**Floorplan with the power grid**

Scale bar: 20 um. Pins as bars on the die edge.
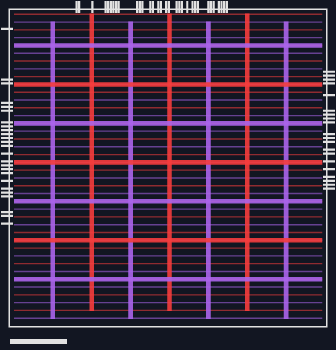
**Cell classes on the final placement**

Fill, decap, tap and diode cells in grey.
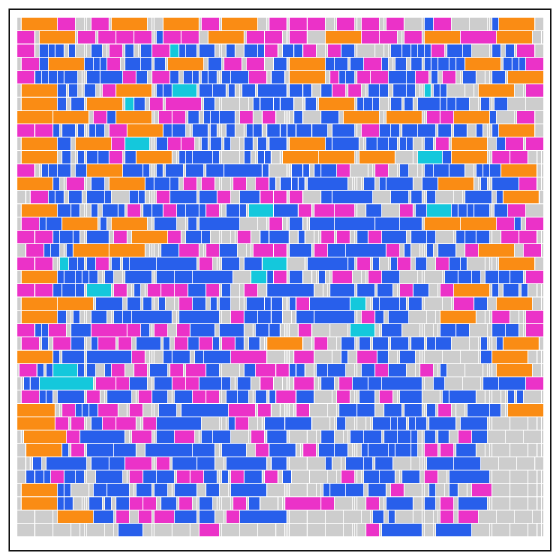
**Routed clock nets over the placement**

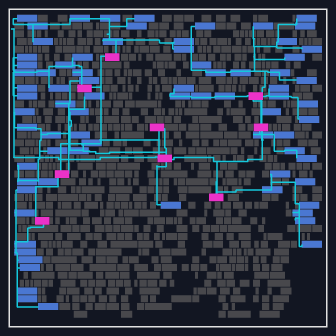
**Routed metal, one colour a layer**

Scale bar: 20 um. Only two layers are drawn.
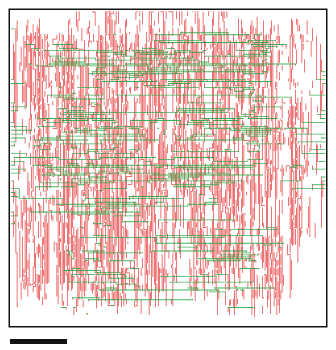
**Clock wiring as the flow saved it**

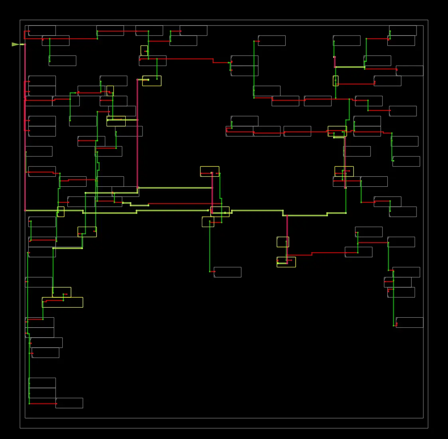
==> config.mk <==
export PLATFORM = sky130hd
export DESIGN_NAME = shift_right_iterative
export DESIGN_NICKNAME = d
export VERILOG_FILES = /design/src/rtl/shift_right_iterative.sv
export SDC_FILE = /design/constraint.sdc
export NUM_CORES = 1
export LEC_CHECK = 0
export ABC_CLOCK_PERIOD_IN_PS = 2300
export CAP_MARGIN = 30
export CORE_UTILIZATION = 50
export CTS_BUF_LIST = sky130_fd_sc_hd__clkbuf_8
export DETAILED_ROUTE_END_ITERATION = 7
export PLACE_DENSITY = 0.76
export SYNTH_ARGS = -nofsm -noshare
export SYNTH_HDL_FRONTEND = slang
export SYNTH_SLANG_ARGS = --single-unit
==> constraint.sdc <==
create_clock -name clk -period 2.3 [get_ports clk]
set_input_delay 0.345 -clock clk [delete_from_list [all_inputs] [get_ports clk]]
set_output_delay 0.345 -clock clk [all_outputs]
set_load 0.005 [all_outputs]
==> src/rtl/shift_right_iterative.sv <==
// rtl/shift_right_iterative.sv - multi-cycle logical/arithmetic right shifter with valid/ready handshakes
//
// Purpose:
//   Shifts an N-bit operand right by shamt, resolving one binary stage of the
//   shift amount per clock. Stage s conditionally shifts by 2**s.
//   The result is held in DONE until the consumer takes it.
//
// Optional feature:
//   SHIFT_RIGHT_EARLY_DONE_EN - finish as soon as no higher shamt bits remain.
//   shamt=0 goes straight from IDLE to DONE.
//
// Ports:
//   clk      system clock, rising edge
//   rst      synchronous active-high reset
//   i_valid  request valid
//   i_ready  block can accept a request (IDLE only)
//   in       operand
//   shamt    shift amount 0..N-1
//   arith    1 = sign fill, 0 = zero fill
//   o_valid  result valid (DONE)
//   o_ready  consumer takes the result
//   out      shifted result
//   busy     high in SHIFT or DONE
module shift_right_iterative #(
  parameter int N = 32,
  parameter int L = $clog2(N)
) (
  input  logic         clk,
  input  logic         rst,
  input  logic         i_valid,
  output logic         i_ready,
  input  logic [N-1:0] in,
  input  logic [L-1:0] shamt,
  input  logic         arith,
  output logic         o_valid,
  input  logic         o_ready,
  output logic [N-1:0] out,
  output logic         busy
);

  localparam int SW = $clog2(L);

  typedef enum logic [1:0] {
    S_IDLE,
    S_SHIFT,
    S_DONE
  } state_t;

  state_t         r_state;
  state_t         w_next;

  logic [N-1:0]   r_data;
  logic [N-1:0]   r_out;
  logic [L-1:0]   r_shamt;
  logic           r_arith;
  logic           r_sign;
  logic [SW-1:0]  r_stage;

  logic           w_fill;
  logic [2*N-1:0] w_ext;
  logic [2*N-1:0] w_ext_shifted;
  logic [L-1:0]   w_dist;
  logic [N-1:0]   w_step;
  logic           w_last;
  logic           w_finish;
  logic           w_accept_zero;

  // The sign is taken from the operand as accepted, so later changes on in
  // cannot leak into the fill.
  assign w_fill = r_arith & r_sign;

  // Single 2:1 layer: either the data shifted by 2**stage or the data as-is.
  assign w_ext         = {{N{w_fill}}, r_data};
  assign w_dist        = L'(1) << r_stage;
  assign w_ext_shifted = w_ext >> w_dist;
  assign w_step        = r_shamt[r_stage] ? w_ext_shifted[N-1:0] : r_data;
  assign w_last        = (r_stage == SW'(L - 1));

`ifdef SHIFT_RIGHT_EARLY_DONE_EN
  logic [L-1:0] w_hi;
  logic         w_rest_zero;

  // Bit 0 of w_hi is the current stage; anything above it is still pending.
  assign w_hi          = r_shamt >> r_stage;
  assign w_rest_zero   = (w_hi[L-1:1] == '0);
  assign w_finish      = w_last | w_rest_zero;
  assign w_accept_zero = (shamt == '0);
`else
  assign w_finish      = w_last;
  assign w_accept_zero = 1'b0;
`endif

  always_ff @(posedge clk) begin
    if (rst) begin
      r_state <= S_IDLE;
    end else begin
      r_state <= w_next;
    end
  end

  always_comb begin
    w_next = r_state;
    case (r_state)
      S_IDLE: begin
        if (i_valid) begin
          w_next = w_accept_zero ? S_DONE : S_SHIFT;
        end
      end
      S_SHIFT: begin
        if (w_finish) begin
          w_next = S_DONE;
        end
      end
      S_DONE: begin
        if (o_ready) begin
          w_next = S_IDLE;
        end
      end
      default: w_next = S_IDLE;
    endcase
  end

  always_ff @(posedge clk) begin
    if (rst) begin
      r_data  <= '0;
      r_out   <= '0;
      r_shamt <= '0;
      r_arith <= 1'b0;
      r_sign  <= 1'b0;
      r_stage <= '0;
    end else begin
      case (r_state)
        S_IDLE: begin
          if (i_valid) begin
            r_data  <= in;
            r_shamt <= shamt;
            r_arith <= arith;
            r_sign  <= in[N-1];
            r_stage <= '0;
            if (w_accept_zero) begin
              r_out <= in;
            end
          end
        end
        S_SHIFT: begin
          r_data  <= w_step;
          r_stage <= r_stage + SW'(1);
          if (w_finish) begin
            r_out <= w_step;
          end
        end
        default: ;
      endcase
    end
  end

  assign i_ready = (r_state == S_IDLE);
  assign o_valid = (r_state == S_DONE);
  assign busy    = (r_state != S_IDLE);
  assign out     = r_out;

endmodule

==> notes.md <==
Entry: Yosys synthesis followed by OpenROAD place and route.

Synthesis:
- The run puts the number of cells in Yosys stat at 738.
- The synthesis report lists the most area-consuming cells as dfxtp_1, mux2i_1, nand2_1, a21oi_1, nor2_1.
- The commonest register cell is dfxtp_1.
- The run puts the synthesized area per cell at 7.946 um2.
- The run gives the post-synthesis cell count as 738.
- Synthesis produced a netlist with a net count of 785.
- The run puts the number of enable-type register cells in the synthesized netlist at 0.
- The run gives the flop and latch count out of synthesis as 76.
- The run gives the count of cell types in the netlist as 76.
- The run gives the cell area after synthesis as 5864 um2.
- By count the netlist is led by nand2_1, dfxtp_1, nor2_1.

GRT:
- The first global-routing pass estimated 39280 um of wire.
- After global routing the overflow that remains totals 0.
- The run puts the pin count of the biggest net entering global routing at 47.

Pwr:
- The run puts the sequential group power at 1510 uW.
- The run puts the sequential cell fraction of total power at 34.5%.
- The run gives the power consumed by combinational cells as 1830 uW.
- The run gives the net switching fraction of the power as 36.64%.
- The run puts the overall power of the completed layout at 4385 uW.
- The run puts the internal power at 2779 uW.

STA:
- The run gives the setup violation total in the final timing report as 23.
- Setup repair after global routing could not meet its margin everywhere.
- The run puts the relative slew slack at 53.73%.
- For reference, the final report shows the max-slew violation count at 0.
- Across all setup checks in the final design, the least slack found is -130.7 ps.

Setup path:
- The run gives the startpoint-to-endpoint class of the critical path as reg -> reg.
- The run gives the capturing element of the worst setup path as r_data[11].
- The script reports the combined buffer and inverter count of the critical path as 4.
- Per STA, the highest per-stage delay on the worst path measures 500 ps.
- STA reports a reg2reg setup slack of -130 ps.
- The cell that appears most often on the critical path is buf_4.
- The run gives the startpoint type of the worst setup path as a flip-flop.
- The run gives the data required time at the worst endpoint as 2600 ps.
- The run gives the beginning of the worst register-to-register path as r_stage[1].
- The run gives the data arrival time of the critical path as 2730 ps.
- The run puts the count of cells along the worst register-to-register path at 11.
- STA classifies the critical path endpoint as a flip-flop.
- The run gives the reg-to-reg critical path endpoint as r_data[11].
- The kind of cell with the highest combined delay along the critical path is AND-OR/OR-AND gates.

Worst hold path:
- The run puts the worst hold path cell count at 2.

Placed design:
- Detailed placement ended at an HPWL of 19400 um.
- RePlAce ended its routability-driven mode at a weighted congestion of 1.025.

Layout:
- The run puts the number of non-clock buffers at 244.
- The run puts the area of the multi-input gates at 4385 um2.
- In the final layout, multi-input gates take up 51.63% of the cell area.
- The final layout report lists a non-clock inverter count of 9.
- The run puts the non-clock buffer area fraction after layout at 25.59%.
- The run gives the final-layout clock-cell area share as 2.239%.
- The run gives the fill cell total of the finished layout as 855.

Outcome:
- The run finished, with violations left.
- The final reports fail on negative setup slack.

Floorplanning:
- The floorplan has 39 rows.
- The run puts the die outline height at 110.3 um.
- The run puts the total number of tap cells at 143.
- The run gives the number of top-level pins as 77.

Detailed routing:
- The run gives the total iterations of the first detailed-routing run as 6.
- The run puts the wire length reported by the detailed router at 26480 um.
- The run gives the number of design-rule violations left by the first detailed-router iteration as 946.

CTS:
- In this run the number of H-tree levels came out at 3.
- The run gives the clock transition time at the flip-flop clock pins of the worst setup and hold paths as 80 ps.
- The tree is rooted in a clkbuf_8.
- The report lists the number of cells resized after CTS as 78.

Flow run:
- The run puts the count of tool warnings at 31.
-- 'floorplan with the power grid' (at the start) --
colour	net
purple	VSS
red	VDD
met4 straps	7
rows	39

-- 'cell classes on the final placement' (at the start) --
colour	class	cells
blue	combinational and other logic	580
orange	flops	76
magenta	other buffers and delay cells	244
cyan	clock drivers and dummy loads	16
fraction of standard cell area that is sequential: 17.99%
area of the core: 11420 um2

-- 'routed clock nets over the placement' (at the start) --
[cyan] clock wires | length: 1050 um
[blue] flip-flops | count: 76
[magenta] clock drivers | count: 9
routed clock nets	10
flops lie	all over the die
worst-case clock skew: 16.47 ps
Clock Power: 1040 uW
clock latency at the later pin of the worst-skew pair: 380 ps

-- 'routed metal, one colour a layer' (at the start) --
colour	layer	wire length
green	metal 3	3250 um
red	metal 2	11500 um
mean routed wirelength per cell: 24.98 um
total vias in the final route: 7350
Total GRT Usage: 44.00%

-- 'clock wiring as the flow saved it' (at the start) --
number of clock buffers in the layout: 9
flip-flops: 76
count of clock tree sinks: 76
CTS Buf Count: 9

## flip-flops by register name, summed over array words and instances (netlist names)
| register | cells |
|---|---|
| r_stage | 3 |
| r_sign | 1 |
| r_arith | 1 |
| out | 32 |
| r_state | 2 |
| r_shamt | 5 |
| r_data | 32 |
## layer usage
metal	vias to the layer above	GRT usage [%]	wire length, um
met4	0	32.33	2230
li1	3131	-	-
met1	3458	52.80	9509
met3	173	14.17	3247
met2	588	65.66	11490
met5	-	0	0
## layout by cell type, fill, tap and decap left out, drive strengths merged, types with 8 or more instances in the layout
master         count
nand3             10
o21ai             32
dfxtp             76
and3              10
o22ai             18
o211ai            21
mux2              10
a311oi             9
nand2             81
a211oi            10
nand2b            14
buf              169
nor2b              8
nand3b             9
mux2i             45
nor2              71
o221ai             8
a22oi             25
a221oi             8
a21oi             57
clkbuf             9
a31oi             12
mux4              17
a2bb2oi           10
clkdlybuf4s50     75
inv                9
nor3              14
## cell families (layout without fill, tap and decap cells)
logic type | Yosys count | after routing | share of synthesized area (%)
AND/OR/NAND/NOR | 247 | 248 | 20.38
flip-flops | 76 | 76 | 25.94
multiplexers | 72 | 72 | 16.51
buffers and inverters | 92 | 269 | 7.254
adder cells (fa/ha/maj) | 5 | 5 | 1.067
other | 0 | 1 | 0
AND-OR/OR-AND | 246 | 246 | 28.85
## metrics by stage
| step | setup TNS, ps | area [um2] | setup slack [ps] | std cells |
|---|---|---|---|---|
| after floorplan | 0 | 5876 | 10.49 | 738 |
| after global placement | -4530 | 7576 | -224.7 | 1021 |
| after detailed placement | -6199 | 7576 | -307.8 | 1021 |
| after CTS | -366.0 | 8158 | -70.72 | 1049 |
| after global routing | -3294 | 8492 | -196.4 | 1059 |
| final | -1122 | 8494 | -130.7 | 1060 |
Power is estimated from default activity; no workload was simulated.
